Design disp_scan_ctrl, sky130hd; sources not shown.
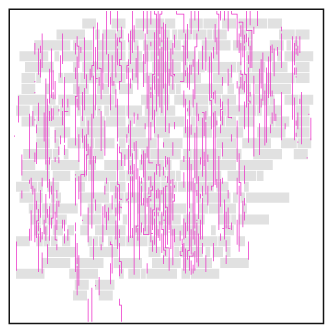
Fig. 1. Met2 routing (run 1).
(4 px per um) Cells faint in the background.
- share of all routed wire: 47%
- longest straight run: 28.6 um
- wire length on this layer: 2740 um
via count: 2176
met2 capacity usage during global routing: 33.9%

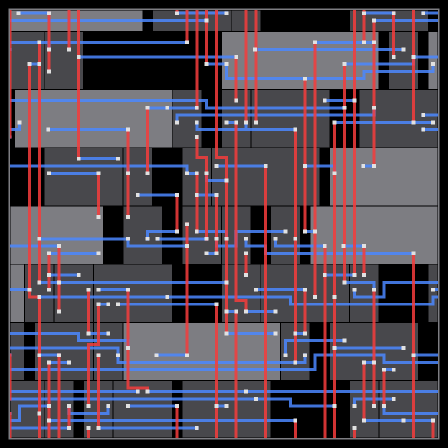
Fig. 2. Close-up of the layout (run 1).
Region (49, 49) to (69, 69) um. Cells in grey, sequential cells in the stronger grey; small squares are vias.
- metal 2: red
- metal 1: blue
- most frequent: nand2_1 (9), dfxtp_1 (6)
- cells with their middle in the window: 36
- sequential cells in the window: 6

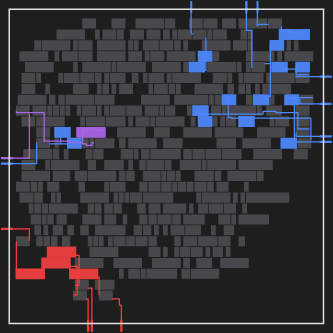
Fig. 3. I/O nets highlighted (run 1).
(4 px per um)
- ad_in: blue (bits 8; direction input; end cells 16; buffers 8; wire 200 um)
- anode: red (bits 4; direction output; end cells 4; buffers 4; wire 68.6 um)
- pending: purple (bits 1; direction output; end cells 1; buffers 1; wire 53.2 um)
number of primary I/O pins: 43
PortBufs: 40

==> datasheet_impl.txt, run 1 <==
Physical implementation characteristics

Parameter                              Value

Detailed routing
  Vias per std cell .................. 5.16
  Detailed-route wire length on metal 1 .................. approximately 2700 um
  Met2 Routed Length .................. roughly 2700 um

Synthesis
  Synthesized area divided by synthesized cell count .................. about 8.9 sq um
  Synth Area in XOR/XNOR .................. 5.03%
  Yosys synthesis warning count .................. 0
  Mapped Area .................. 2610 sq um
  Number of storage elements in the synthesis netlist .................. 57

Finish
  Max reg flops .................. 16
  Data-path buffer share of cell area in the final layout .................. 16.1%
  Diodes inserted .................. 0
  Number of sequential storage elements .................. approximately 57
  Count of inverters other than clock inverters in the layout .................. 4
  Portion of the layout cell area used by clock cells .................. 5.97%
  Non-Filler Cell Area, Final .................. 3400 sq um

Pwr
  Share of power burned in the clock network .................. 44.4%
  Maximum VDD drop .................. 0.417 mV
  Sequential share of power .................. between 40 and 50%

Timing
  Number of endpoints with negative hold slack in the final report .................. 0
  Fin crit period .................. 2090 ps
  Worst hold slack across all endpoints .................. around 450 ps
  Total negative slack for setup checks .................. 0 ps
  Max-slew headroom at the worst pin .................. 60.5%

Clocking
  Clock Latency Late Sink .................. 330 ps

Critical path
  Dominant cell type by count on the critical path .................. sky130_fd_sc_hd__or2_2

Placement
  RePlAce Congestion .................. 0.924
  Post-place instance area .................. 3100 sq um

Outcome
  Run status .................. finished, final reports clean

Hold path
  Worst min-delay path class .................. primary input to register

Job
  Number of warnings in the stage logs .................. 26
==> run 1 -> run 2 <==
--- a/config.mk
+++ b/config.mk
@@ -5,6 +5,7 @@
 export SDC_FILE = /design/constraint.sdc
 export NUM_CORES = 1
 export LEC_CHECK = 0
+export ABC_CLOCK_PERIOD_IN_PS = 2200
 export CORE_UTILIZATION = 45
 export DETAILED_ROUTE_END_ITERATION = 8
 export GPL_TIMING_DRIVEN = 0
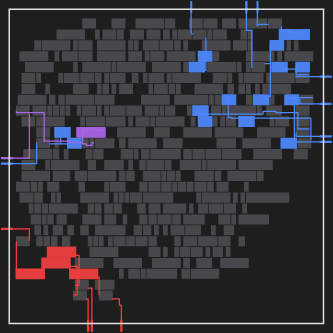
Fig. 4. I/O nets highlighted (run 2).
(4 px per um)
- pending: purple (bits 1; direction output; end cells 1; buffers 1; wire 53.2 um)
- anode: red (bits 4; direction output; end cells 4; buffers 4; wire 68.6 um)
- ad_in: blue (bits 8; direction input; end cells 16; buffers 8; wire 200 um)

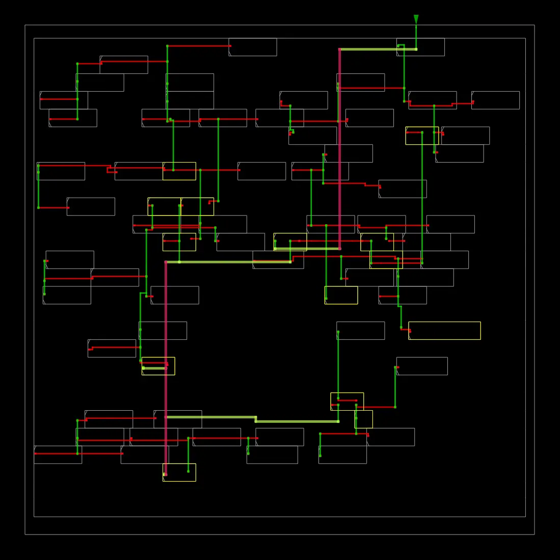
Fig. 5. Clock routing (run 2).
number of clock sinks: 57
number of sequential storage elements: 57

==> run 2 against run 1 <==
Final area is the same. Critical path depth is the same. Fmax is the same. Global-route usage is the same. Highest routed layer unchanged. Largest power group unchanged. Sequential share of layout area is the same. Core utilization is the same. Wire length is the same. Clock-buffer cell count is the same. Setup slack is the same. Synthesized area is the same. Sequential cell count is the same.
==> datasheet_impl.txt, run 2 <==
Physical implementation characteristics

Parameter                              Value

Timing
  Worst hold slack across all endpoints .................. 445 ps (unchanged)
  Fin crit period .................. 2090 ps (unchanged)
  Total negative slack for setup checks .................. 0 ps (unchanged)
  Max-slew headroom at the worst pin .................. 60.5% (unchanged)

Hold path
  Worst min-delay path class .................. primary input to register

Outcome
  Run status .................. finished, final reports clean

Synthesis
  Mapped Area .................. 2610 sq um (unchanged)
  Synthesized area divided by synthesized cell count .................. 8.86 sq um (unchanged)
  Number of storage elements in the synthesis netlist .................. 57 (unchanged)
  Synth Area in XOR/XNOR .................. 5.03% (unchanged)

Finish
  Portion of the layout cell area used by clock cells .................. 5.97% (unchanged)
  Diodes inserted .................. 0 (unchanged)
  Non-clock buffer total of the final layout .................. between 60 and 70
  Multi-input gate share of the layout cell area .................. 40.9%
  Data-path buffer share of cell area in the final layout .................. 16.1% (unchanged)
  Share of cell area taken by flip-flops and latches .................. 33.9%
  Non-Filler Cell Area, Final .................. 3400 sq um (unchanged)
  Count of inverters other than clock inverters in the layout .................. 4 (unchanged)
  Max reg flops .................. 16 (unchanged)
  Combined area of the multi-input logic cells .................. roughly 1400 sq um

Floorplan
  Number of primary I/O pins .................. 43 (unchanged)

Critical path
  Dominant cell type by count on the critical path .................. sky130_fd_sc_hd__or2_2

Placement
  Post-place instance area .................. 3100 sq um (unchanged)
  RePlAce Congestion .................. 0.924 (unchanged)
  PortBufs .................. 40 (unchanged)

Job
  Number of warnings in the stage logs .................. 26 (unchanged)

Pwr
  Sequential Power .................. 0.00107 W
  Share of power burned in the clock network .................. 44.4% (about the same)
  Maximum VDD drop .................. 0.417 mV (unchanged)

Detailed routing
  Via count .................. 2176 (unchanged)
  Vias per std cell .................. 5.16 (unchanged)
  Met2 Routed Length .................. 2740 um (unchanged)
  Detailed-route wire length on metal 1 .................. 2710 um (unchanged)

Global route
  Met2 capacity usage during global routing .................. 33.9% (unchanged)

Clocking
  Clock Latency Late Sink .................. 330 ps (about the same)
Fig. 6: run 2, routed metal, one colour a layer
(8 px per um) Two of the layers only.
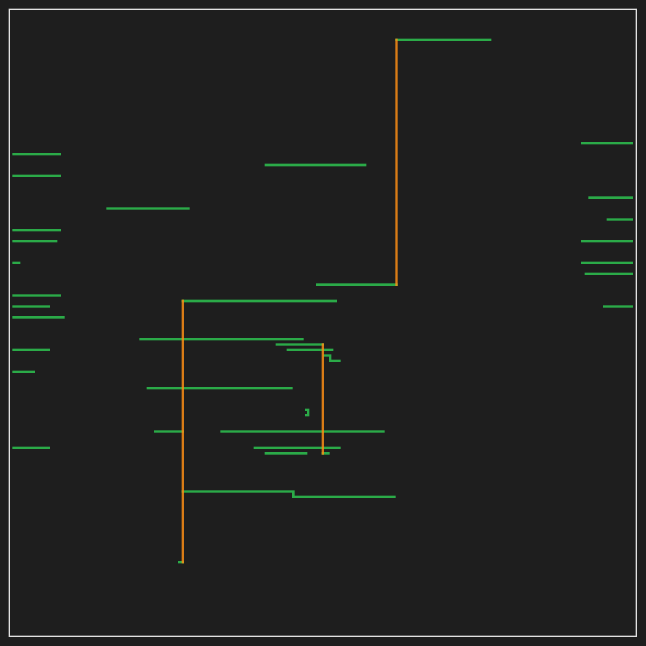

==> run 2 -> run 3 <==
--- a/config.mk
+++ b/config.mk
@@ -6,6 +6,7 @@
 export NUM_CORES = 1
 export LEC_CHECK = 0
 export ABC_CLOCK_PERIOD_IN_PS = 2200
+export CORE_MARGIN = 10
 export CORE_UTILIZATION = 45
 export DETAILED_ROUTE_END_ITERATION = 8
 export GPL_TIMING_DRIVEN = 0
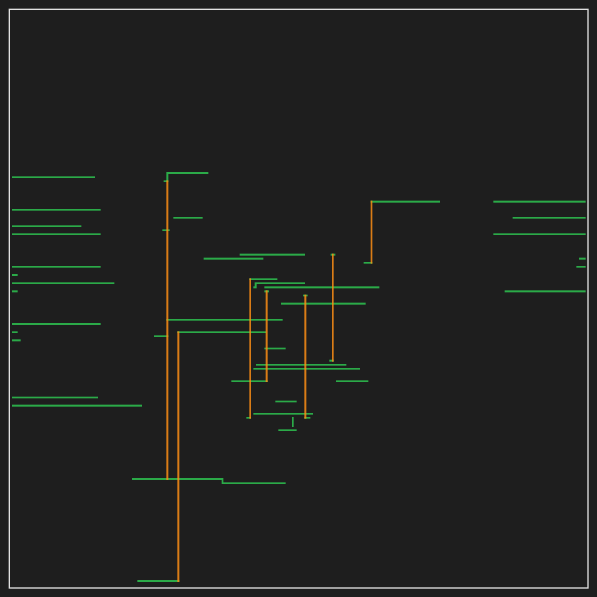
Fig. 7. Routed metal, one colour a layer (run 3).
(6 px per um) Two of the layers only.
- metal 4: orange (wire length 178 um)
- metal 3: green (wire length 421 um)
Tot GR Track Use: 14.7%
total length of routed wires: 6460 um

==> run 3 against run 2 <==
Global-route usage is 5.7 points lower. Largest power group is now the clock network. Largest cell class unchanged. Critical path depth stayed put. Combinational power hardly changed.
==> datasheet_impl.txt, run 3 <==
Physical implementation characteristics

Parameter                              Value

Timing
  Max-slew headroom at the worst pin .................. 63.5% (+2.9 points)
  Number of setup violations in the final report .................. 0
  Total negative slack for setup checks .................. 0 ps (unchanged)
  Fin crit period .................. 2120 ps (+33.7 ps)
  Worst hold slack across all endpoints .................. 358 ps (-87.1 ps)
  Maximum clock skew at final layout .................. 7.25 ps

Detailed routing
  Vias per std cell .................. 5.29 (+2.5%)
  Via count .................. 2231 (+2.5%)
  Met2 Routed Length .................. 2980 um (+8.9%)
  Top layer reached by signal wires .................. met4
  Detailed-route wire length on metal 1 .................. 2870 um (+5.9%)

Finish
  Share of cell area taken by flip-flops and latches .................. 33.7% (-0.26 points)
  Combined area of the multi-input logic cells .................. 1400 sq um (+0.63%)
  Non-Filler Cell Area, Final .................. 3410 sq um (+0.44%)
  Non-clock buffer total of the final layout .................. 62 (unchanged)
  Utilization after layout .................. 61.2%
  Portion of the layout cell area used by clock cells .................. 6.34% (+0.38 points)
  Number of sequential storage elements .................. 57 (unchanged)
  Multi-input gate share of the layout cell area .................. 41.0% (+0.077 points)
  Most frequent cells in the layout .................. sky130_fd_sc_hd__dfxtp_1 (53), sky130_fd_sc_hd__nand2_1 (41), sky130_fd_sc_hd__nor2_1 (41)
  Count of inverters other than clock inverters in the layout .................. 4 (unchanged)
  Data-path buffer share of cell area in the final layout .................. 16.0% (-0.18 points)
  Max reg flops .................. 16 (unchanged)
  Layout clock buffers .................. 11

Synthesis
  Area share of and-or/or-and cells after synthesis .................. 8.09%
  Synth Area in XOR/XNOR .................. 5.03% (unchanged)
  Number of storage elements in the synthesis netlist .................. 57 (unchanged)
  Synthesized area divided by synthesized cell count .................. 8.86 sq um (unchanged)
  Mapped Area .................. 2610 sq um (unchanged)

Pwr
  Share of power burned in the clock network .................. 46.5% (+2.1 points)
  Sequential Power .................. 0.00107 W (about the same)
  Maximum VDD drop .................. 0.522 mV (+25%)
  Switching power summed over all nets .................. 0.000494 W

Global route
  Antenna violations before repair .................. 0
  Met2 capacity usage during global routing .................. 21.4% (-12 points)
  Remaining global-route overflow .................. 0

Clocking
  Clock Latency Late Sink .................. 340 ps (about the same)

Placement
  RePlAce Congestion .................. 0.934 (+1.1%)
  Post-place instance area .................. 3100 sq um (unchanged)

Hold path
  Number of cells traversed by the worst hold path .................. 2
  Worst min-delay path class .................. primary input to register

Floorplan
  Number of primary I/O pins .................. 43 (unchanged)

Critical path
  Setup slack of the most critical reg-to-reg path .................. 80 ps

Outcome
  Run status .................. finished, final reports clean

Job
  Number of warnings in the stage logs .................. 27 (+3.8%)
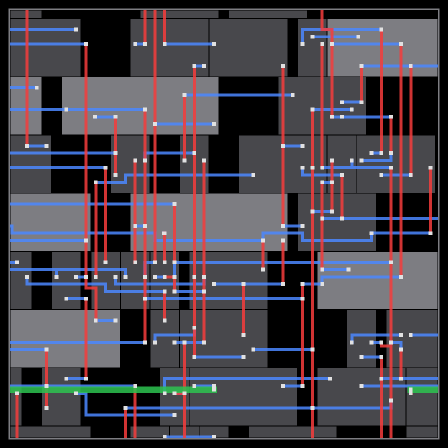
Fig. 8. Close-up of the layout (run 3).
Region (62, 62) to (82, 82) um. Cells in grey, sequential cells in the stronger grey; small squares are vias.
- metal 3: green
- metal 2: red
- metal 1: blue
- cells with their middle in the window: 32
- most frequent: nand2_1 (6), dfxtp_1 (6)
- sequential cells in the window: 6

Power is estimated from default activity; no workload was simulated.
